--- config.mk ---
export PLATFORM = sky130hd
export DESIGN_NAME = store_align_queue
export DESIGN_NICKNAME = d
export VERILOG_FILES = /design/src/rtl/store_align_queue.sv
export SDC_FILE = /design/constraint.sdc
export NUM_CORES = 1
export LEC_CHECK = 0
export CORE_AREA = 2 2 193 195
export CTS_CLUSTER_DIAMETER = 40
export DETAILED_ROUTE_END_ITERATION = 16
export DIE_AREA = 0 0 195 197
export GPL_ROUTABILITY_DRIVEN = 1
export GPL_TIMING_DRIVEN = 0
export PLACE_DENSITY_LB_ADDON = 0.15
export SYNTH_ARGS = -nofsm -noshare
export SYNTH_HDL_FRONTEND = slang
export SYNTH_SLANG_ARGS = --single-unit
--- constraint.sdc ---
create_clock -name clk -period 3.9 [get_ports clk]
set_input_delay 0.39 -clock clk [delete_from_list [all_inputs] [get_ports clk]]
set_output_delay 0.39 -clock clk [all_outputs]
set_load 0.1 [all_outputs]
--- src/rtl/store_align_queue.sv ---
// -----------------------------------------------------------------------------
// store_align_queue
//   Store path between execute and the data-memory port. Each request is
//   rotated onto the byte lanes of a little-endian DATA_W-wide memory and gets
//   byte strobes. Misaligned or reserved requests are consumed and reported
//   with a one-cycle address-error pulse. Aligned stores wait in a DEPTH-entry
//   FIFO and drain through a valid/ready handshake. A store to the same word as
//   the tail entry can be write-combined into it (never into the head), and a
//   load-hazard query reports whether any pending entry covers a load's word.
//
// Ports
//   clk, resetn          clock (rising edge), asynchronous active-low reset
//   in_valid/in_ready    request handshake; in_ready = not full
//   in_op                0=SB 1=SH 2=SW 3=SWL 4=SWR, 5..7 reserved (error)
//   in_addr, in_data     byte address and register source value
//   out_valid/out_ready  head-entry handshake toward memory
//   out_addr/data/strb   word address, aligned write data, byte enables
//   ade, ade_addr        misaligned-store pulse and held faulting address
//   ld_addr, ld_hit      load-hazard query (combinational)
//   empty                no pending entries
// -----------------------------------------------------------------------------
module store_align_queue #(
  parameter int DATA_W   = 32,
  parameter int ADDR_W   = 32,
  parameter int DEPTH    = 4,
  parameter int MERGE_EN = 1
) (
  input  logic                  clk,
  input  logic                  resetn,
  input  logic                  in_valid,
  output logic                  in_ready,
  input  logic [2:0]            in_op,
  input  logic [ADDR_W-1:0]     in_addr,
  input  logic [DATA_W-1:0]     in_data,
  output logic                  out_valid,
  input  logic                  out_ready,
  output logic [ADDR_W-1:0]     out_addr,
  output logic [DATA_W-1:0]     out_data,
  output logic [DATA_W/8-1:0]   out_strb,
  output logic                  ade,
  output logic [ADDR_W-1:0]     ade_addr,
  input  logic [ADDR_W-1:0]     ld_addr,
  output logic                  ld_hit,
  output logic                  empty
);

  localparam int NB = DATA_W / 8;
  localparam int OW = $clog2(NB);
  localparam int PW = $clog2(DEPTH);
  localparam int CW = PW + 1;

  localparam logic [2:0] OP_SB  = 3'd0;
  localparam logic [2:0] OP_SH  = 3'd1;
  localparam logic [2:0] OP_SW  = 3'd2;
  localparam logic [2:0] OP_SWL = 3'd3;
  localparam logic [2:0] OP_SWR = 3'd4;

  // Alignment datapath
  logic [OW-1:0]     off_s;
  logic [ADDR_W-1:0] wa_s;
  logic [DATA_W-1:0] b_rep_s;
  logic [DATA_W-1:0] hw_rep_s;
  logic [DATA_W-1:0] al_data_s;
  logic [NB-1:0]     al_strb_s;
  logic              mis_s;

  // FIFO state
  logic [ADDR_W-1:0] addr_q [DEPTH];
  logic [DATA_W-1:0] data_q [DEPTH];
  logic [NB-1:0]     strb_q [DEPTH];
  logic [PW-1:0]     wr_ptr_q, wr_ptr_d;
  logic [PW-1:0]     rd_ptr_q, rd_ptr_d;
  logic [CW-1:0]     count_q, count_d;
  logic              ade_q, ade_d;
  logic [ADDR_W-1:0] ade_addr_q, ade_addr_d;

  // FIFO control / write port
  logic              accept_s, pop_s, can_merge_s, merge_s, push_s;
  logic [PW-1:0]     tail_s;
  logic              wr_en_s;
  logic [PW-1:0]     wr_idx_s;
  logic [DATA_W-1:0] ent_data_s;
  logic [NB-1:0]     ent_strb_s;
  logic [ADDR_W-1:0] ld_word_s;
  logic              ld_hit_s;
  logic              unused_ok_s;

  assign off_s     = in_addr[OW-1:0];
  assign wa_s      = {in_addr[ADDR_W-1:OW], {OW{1'b0}}};
  assign ld_word_s = {ld_addr[ADDR_W-1:OW], {OW{1'b0}}};
  // Low bits of the query address do not affect the word match.
  assign unused_ok_s = ^ld_addr[OW-1:0];

  // Lane rotation, strobe generation and misalignment detection per opcode.
  always_comb begin
    for (int i = 0; i < NB; i++) begin
      b_rep_s[8*i +: 8]  = in_data[7:0];
      hw_rep_s[8*i +: 8] = in_data[8*(i%2) +: 8];
    end
    al_data_s = in_data;
    al_strb_s = {NB{1'b0}};
    mis_s     = 1'b1;
    case (in_op)
      OP_SB: begin
        al_data_s = b_rep_s;
        al_strb_s = NB'(1'b1) << off_s;
        mis_s     = 1'b0;
      end
      OP_SH: begin
        al_data_s = hw_rep_s;
        al_strb_s = NB'(2'b11) << off_s;
        mis_s     = off_s[0];
      end
      OP_SW: begin
        al_data_s = in_data;
        al_strb_s = {NB{1'b1}};
        mis_s     = (off_s != {OW{1'b0}});
      end
      OP_SWL: begin
        // NB-1-o equals ~o because NB is a power of two.
        al_data_s = in_data >> {~off_s, 3'b000};
        al_strb_s = {NB{1'b1}} >> (~off_s);
        mis_s     = 1'b0;
      end
      OP_SWR: begin
        al_data_s = in_data << {off_s, 3'b000};
        al_strb_s = {NB{1'b1}} << off_s;
        mis_s     = 1'b0;
      end
      default: begin
        al_data_s = in_data;
        al_strb_s = {NB{1'b0}};
        mis_s     = 1'b1;
      end
    endcase
  end

  assign in_ready  = (count_q != CW'(DEPTH));
  assign out_valid = (count_q != {CW{1'b0}});
  assign empty     = (count_q == {CW{1'b0}});
  assign accept_s  = in_valid && in_ready;
  assign pop_s     = out_valid && out_ready;
  assign tail_s    = wr_ptr_q - PW'(1'b1);

  // count >= 2 keeps the tail distinct from the head, so a merge can never
  // modify an entry that memory may be consuming this cycle.
  assign can_merge_s = (MERGE_EN != 0) && (count_q >= CW'(2'd2)) &&
                       (addr_q[tail_s] == wa_s);
  assign merge_s = accept_s && !mis_s && can_merge_s;
  assign push_s  = accept_s && !mis_s && !can_merge_s;

  // Write-port selection: new tail entry, or byte-merge into the current tail.
  always_comb begin
    wr_en_s    = 1'b0;
    wr_idx_s   = wr_ptr_q;
    ent_data_s = al_data_s;
    ent_strb_s = al_strb_s;
    if (merge_s) begin
      wr_en_s  = 1'b1;
      wr_idx_s = tail_s;
      for (int j = 0; j < NB; j++) begin
        ent_data_s[8*j +: 8] = al_strb_s[j] ? al_data_s[8*j +: 8]
                                            : data_q[tail_s][8*j +: 8];
      end
      ent_strb_s = strb_q[tail_s] | al_strb_s;
    end else if (push_s) begin
      wr_en_s = 1'b1;
    end else begin
      wr_en_s = 1'b0;
    end
  end

  // Pointer, occupancy and address-error next state.
  always_comb begin
    wr_ptr_d   = wr_ptr_q + PW'(push_s);
    rd_ptr_d   = rd_ptr_q + PW'(pop_s);
    count_d    = count_q + CW'(push_s) - CW'(pop_s);
    ade_d      = accept_s && mis_s;
    ade_addr_d = ade_d ? in_addr : ade_addr_q;
  end

  // Control registers.
  always_ff @(posedge clk or negedge resetn) begin
    if (!resetn) begin
      wr_ptr_q   <= {PW{1'b0}};
      rd_ptr_q   <= {PW{1'b0}};
      count_q    <= {CW{1'b0}};
      ade_q      <= 1'b0;
      ade_addr_q <= {ADDR_W{1'b0}};
    end else begin
      wr_ptr_q   <= wr_ptr_d;
      rd_ptr_q   <= rd_ptr_d;
      count_q    <= count_d;
      ade_q      <= ade_d;
      ade_addr_q <= ade_addr_d;
    end
  end

  // Entry storage.
  always_ff @(posedge clk or negedge resetn) begin
    if (!resetn) begin
      for (int k = 0; k < DEPTH; k++) begin
        addr_q[k] <= {ADDR_W{1'b0}};
        data_q[k] <= {DATA_W{1'b0}};
        strb_q[k] <= {NB{1'b0}};
      end
    end else if (wr_en_s) begin
      addr_q[wr_idx_s] <= wa_s;
      data_q[wr_idx_s] <= ent_data_s;
      strb_q[wr_idx_s] <= ent_strb_s;
    end
  end

  // Load-hazard query: an entry is live when its distance from the head is
  // below the occupancy.
  always_comb begin
    ld_hit_s = 1'b0;
    for (int i = 0; i < DEPTH; i++) begin
      ld_hit_s = ld_hit_s |
                 (({1'b0, PW'(i) - rd_ptr_q} < count_q) && (addr_q[i] == ld_word_s));
    end
  end

  assign out_addr = addr_q[rd_ptr_q];
  assign out_data = data_q[rd_ptr_q];
  assign out_strb = strb_q[rd_ptr_q];
  assign ade      = ade_q;
  assign ade_addr = ade_addr_q;
  assign ld_hit   = ld_hit_s;

endmodule

==> run_1/m4.png <==
Drawn at 2 px/µm.
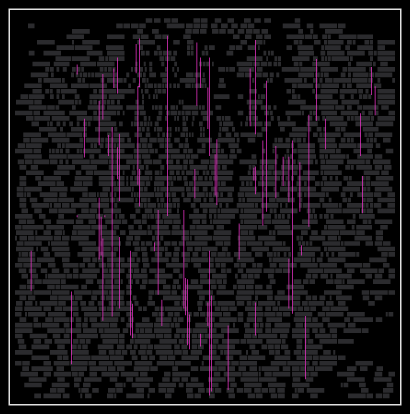
nets with wire on the layer = 49
wire length on this layer = 1850 µm
longest straight run = 94.5 µm
main direction = vertical

==> run_1/layers.png <==
Drawn at 2 px/µm.
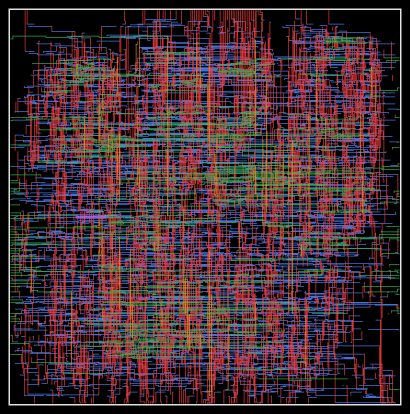
M3 -> green  # wire length 7690 µm
M5 -> purple  # wire length 13.8 µm
M4 -> orange  # wire length 1850 µm
M2 -> red  # wire length 29.4 mm
M1 -> blue  # wire length 27.7 mm
GRT Overall Usage: 34.5%
final WL: 66.6 mm
average wire per standard cell: 28.3 µm
routed via count: 15.9k

==> metrics.log, run 1 <==
[flow] summary of implementation run
INFO  metric clock_sinks = slightly above 300
INFO  metric layout.cell_area.non_filler = between 20000 and 25000 µm²
INFO  metric route.met3.wl = 7.69 mm
INFO  metric antenna_violations_before_repair = 1
INFO  metric fp.dieW = ~200 µm
INFO  metric drt-initial-drc-count = roughly 2.1k
INFO  metric clock_tree.htree_level_count = 2
INFO  metric result_of_the_run = completed
INFO  metric overflow = 0
INFO  metric worst_tran_pin_value = about 1300 ps
INFO  metric register_area = 7610 µm²
INFO  metric synthArstFlopShare = 100%
INFO  metric combGateArea = approximately 11000 µm²
INFO  metric ys_seq_elements = around 300
INFO  metric post-route-util = between 60 and 70%
INFO  metric final_cells = between 2k and 2.5k
INFO  metric critical_path_arrival = 4310 ps
INFO  metric routed-wl-met2 = between 20 and 30 mm
INFO  metric setup.worst_path.class = reg -> reg
INFO  metric fp.dieArea = a little under 40000 µm²
INFO  metric first_element_of_the_critical_path = wr_ptr_q[0]
INFO  metric nets = approximately 2.0k
INFO  metric io_buffer_count = about 180
INFO  metric finalSetupViolCount = 0
INFO  metric rrSetupSlack = between 70 and 80 ps
INFO  metric final.setup.worst_slack = between 70 and 80 ps
INFO  metric topCellsByArea = sky130_fd_sc_hd__dfrtp_1 (41%), sky130_fd_sc_hd__mux4_2 (16%), sky130_fd_sc_hd__mux2_1 (8.2%)
INFO  metric timing.final.max_slew_violations = 0
INFO  metric worstPathCellList = buf_12 -> buf_12 -> mux4_2 -> xor2_1 -> nor4_4 -> buf_4 -> o2111ai_4 -> o31ai_4 -> nand2_4 -> buf_2 -> mux2_1
INFO  metric layout_worst_path_cycle_share = a little over nine tenths
INFO  metric ant_nets = 0
INFO  metric worstHoldStart = in_addr[16]
INFO  metric path_depth = 11
INFO  metric crit_fanout = 10
INFO  metric setup.worst_path.end = strb_q[9]
INFO  metric inverters = 13
INFO  metric largest_class = logic gates
INFO  metric min_to = addr_q[80]
INFO  metric cp-end-kind = flop
INFO  metric max_flop_register = data_q
INFO  metric layout.buffer.nonclock.area_share = around an eighth
INFO  metric grt_most_used_layer = met2
INFO  metric antenna-diode-count = 0
INFO  metric largest_register_ffs = 128
INFO  metric grt_pass1_vias = 15.7k
==> run_1/congestion_map.png <==
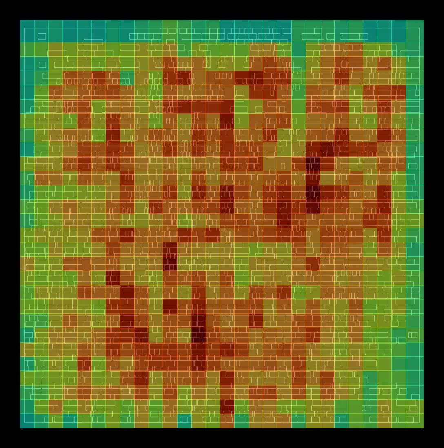
met1 Use GR: 49.9%
global routing usage on met2: 50.4%

==> run_1/clock_wires.png <==
Drawn at 1.5 px/µm.
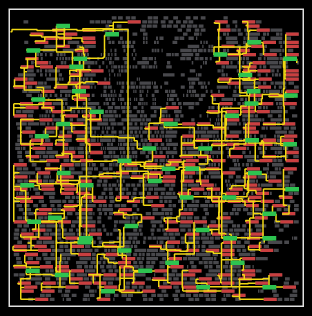

==> run 2, diff against run 1 <==
--- a/config.mk
+++ b/config.mk
@@ -11,7 +11,8 @@
 export DIE_AREA = 0 0 195 197
 export GPL_ROUTABILITY_DRIVEN = 1
 export GPL_TIMING_DRIVEN = 0
-export PLACE_DENSITY_LB_ADDON = 0.15
+export PLACE_DENSITY = 0.77
+export SLEW_MARGIN = 0
 export SYNTH_ARGS = -nofsm -noshare
 export SYNTH_HDL_FRONTEND = slang
 export SYNTH_SLANG_ARGS = --single-unit
==> run_2/clock_wires.png <==
Drawn at 1.5 px/µm.
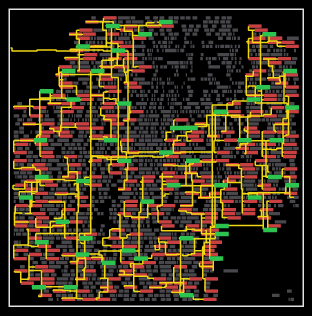
clock wires -> yellow  # length 4450 µm
flip-flops -> red  # count 304
clock-net drivers -> green  # count 49
routed clock nets = 50
flops lie = all over the die

==> run_2/layers.png <==
Drawn at 2 px/µm.
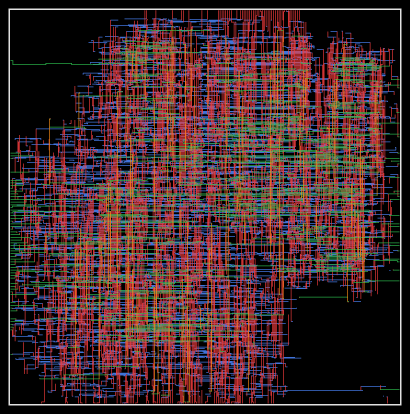
M3 -> green  # wire length 7730 µm
M2 -> red  # wire length 30.2 mm
M4 -> orange  # wire length 3410 µm
M1 -> blue  # wire length 24.1 mm
final WL: 65.4 mm
GRT Overall Usage: 33.8%
routed via count: 16.0k
average wire per standard cell: 28.1 µm

==> run 2 against run 1 <==
  * Sequential share of layout area is 0.72 points higher
  * Synthesized cell count stayed put
  * Clock skew is 6.4 ps lower
  * Hold slack better by 70 ps
  * Critical path depth stayed put
  * Critical endpoint is now strb_q[13]
==> metrics.log, run 2 <==
[flow] summary of implementation run
INFO  metric synthToLayoutAreaGrowth = 24.6%
INFO  metric ant_nets = 0 (unchanged)
INFO  metric rrSetupSlack = 10 ps (-60 ps)
INFO  metric register_area = 7610 µm² (about the same)
INFO  metric placeableCoreArea = around 36000 µm²
INFO  metric floorplan.io_pins = ~210
INFO  metric timing.critical_path.slowest_stage_cell = sky130_fd_sc_hd__or4_1
INFO  metric topCellsByArea = sky130_fd_sc_hd__dfrtp_1 (41%), sky130_fd_sc_hd__mux4_2 (16%), sky130_fd_sc_hd__mux2_1 (8.2%)
INFO  metric synthArstFlopShare = 100% (unchanged)
INFO  metric setup.worst_path.class = reg -> reg
INFO  metric antenna_violations_before_repair = 1 (unchanged)
INFO  metric grt_pass1_vias = 16.0k (+2.2%)
INFO  metric global_routing_usage_on_met2 = 51.8% (+1.4 points)
INFO  metric ctsHoldBuffers = 1
INFO  metric overflow = 0 (unchanged)
INFO  metric nets = 1937 (-0.82%)
INFO  metric numCtsBuffers = 49
INFO  metric crit_fanout = 10 (unchanged)
INFO  metric finClkSkew = approximately 25 ps
INFO  metric post-route-util = 64.5% (-1.4 points)
INFO  metric gpl.final_weighted_congestion = ~1.0
INFO  metric timing.final.crit_period = ~3900 ps
INFO  metric worst_tran_pin_value = 1210 ps (-67.9 ps)
INFO  metric critical_path_arrival = 4350 ps (+40 ps)
INFO  metric number_of_enable_type_register_cells_in_the_synthesized_netlist = 0
INFO  metric antenna-diode-count = 1 (+1)
INFO  metric routed-wl-met2 = 30.2 mm (+2.5%)
INFO  metric result_of_the_run = completed
INFO  metric final_cells = 2331 (-0.85%)
INFO  metric grt_util_met1 = 45.2% (-4.8 points)
INFO  metric finalSetupViolCount = 0 (unchanged)
INFO  metric first_element_of_the_critical_path = wr_ptr_q[1]
INFO  metric route.met3.wl = 7.73 mm (+0.51%)
INFO  metric clock_tree_from_tritoncts = yes
INFO  metric synth-seq-area-share = between 40 and 50%
INFO  metric min_to = addr_q[48]
INFO  metric worst_stage_delay_on_the_critical_path = around 570 ps
INFO  metric crit-reg2reg-launch = wr_ptr_q[1]
INFO  metric worstPathCellList = clkbuf_4 -> buf_6 -> mux2i_1 -> xor2_1 -> a21oi_1 -> or4_1 -> buf_2 -> o31ai_4 -> nand2_4 -> buf_2 -> mux2_1
INFO  metric setup.worst_path.end = strb_q[13]
INFO  metric fp.dieW = 195 µm (unchanged)
INFO  metric timing.critical_path.from_type = flop
INFO  metric grt_most_used_layer = met2
INFO  metric fp.dieArea = 38400 µm² (unchanged)
INFO  metric seq_area_share = between 30% and 40%
INFO  metric largest_class = logic gates
INFO  metric worstReg2RegEnd = strb_q[13]
INFO  metric hold_path_depth = 2
INFO  metric num-nonclk-buffers = 349
INFO  metric worstHoldStart = in_addr[16]
INFO  metric wire_length_of_the_first_global_routing_pass = between 90 and 100 mm
INFO  metric largest_register_ffs = 128 (unchanged)
INFO  metric layout.buffer.nonclock.area_share = 12.4% (-0.55 points)
INFO  metric max_flop_register = data_q
INFO  metric layout.cell_area.non_filler = 23400 µm² (-2.2%)
INFO  metric worst_path_dominant_cell_family = buffers and inverters
INFO  metric layout_worst_path_cycle_share = 99.8% (+1.6 points)
INFO  metric ys_seq_elements = 304 (unchanged)
INFO  metric synth.most_common_cell = sky130_fd_sc_hd__dfrtp_1
INFO  metric inverters = 13 (unchanged)
INFO  metric clock_tree.htree_level_count = 2 (unchanged)
INFO  metric maxCapViolCount = 0
INFO  metric synth.mux.area_fraction = between 20% and 30%
INFO  metric drt-initial-drc-count = 2016 (-3.2%)
INFO  metric io_buffer_count = 180 (unchanged)
INFO  metric clock_sinks = 304 (unchanged)
INFO  metric combGateArea = 10600 µm² (-1.0%)
INFO  metric final.setup.worst_slack = 9.52 ps (-63.6 ps)
INFO  metric cp-end-kind = flop
INFO  metric path_depth = 11 (unchanged)
INFO  metric timing.final.max_slew_violations = 0 (unchanged)
==> run_2/closeup.png <==
Region (136, 39) to (156, 59) µm. Cells in gray, sequential cells in the stronger gray; small squares are vias.
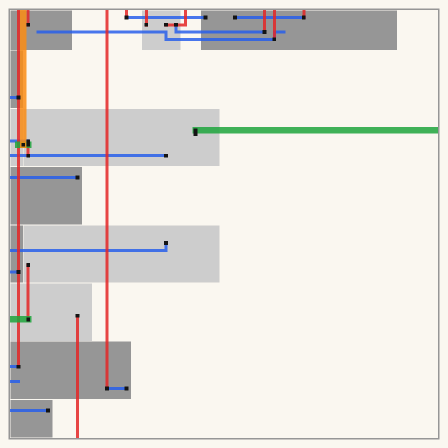
M2 -> red
M4 -> orange
M1 -> blue
M3 -> green
most frequent = clkbuf_16 (2), dfrtp_1 (2)
sequential cells in the window = 2
cells with their middle in the window = 6
netlist names of flops here include = data_q (2)

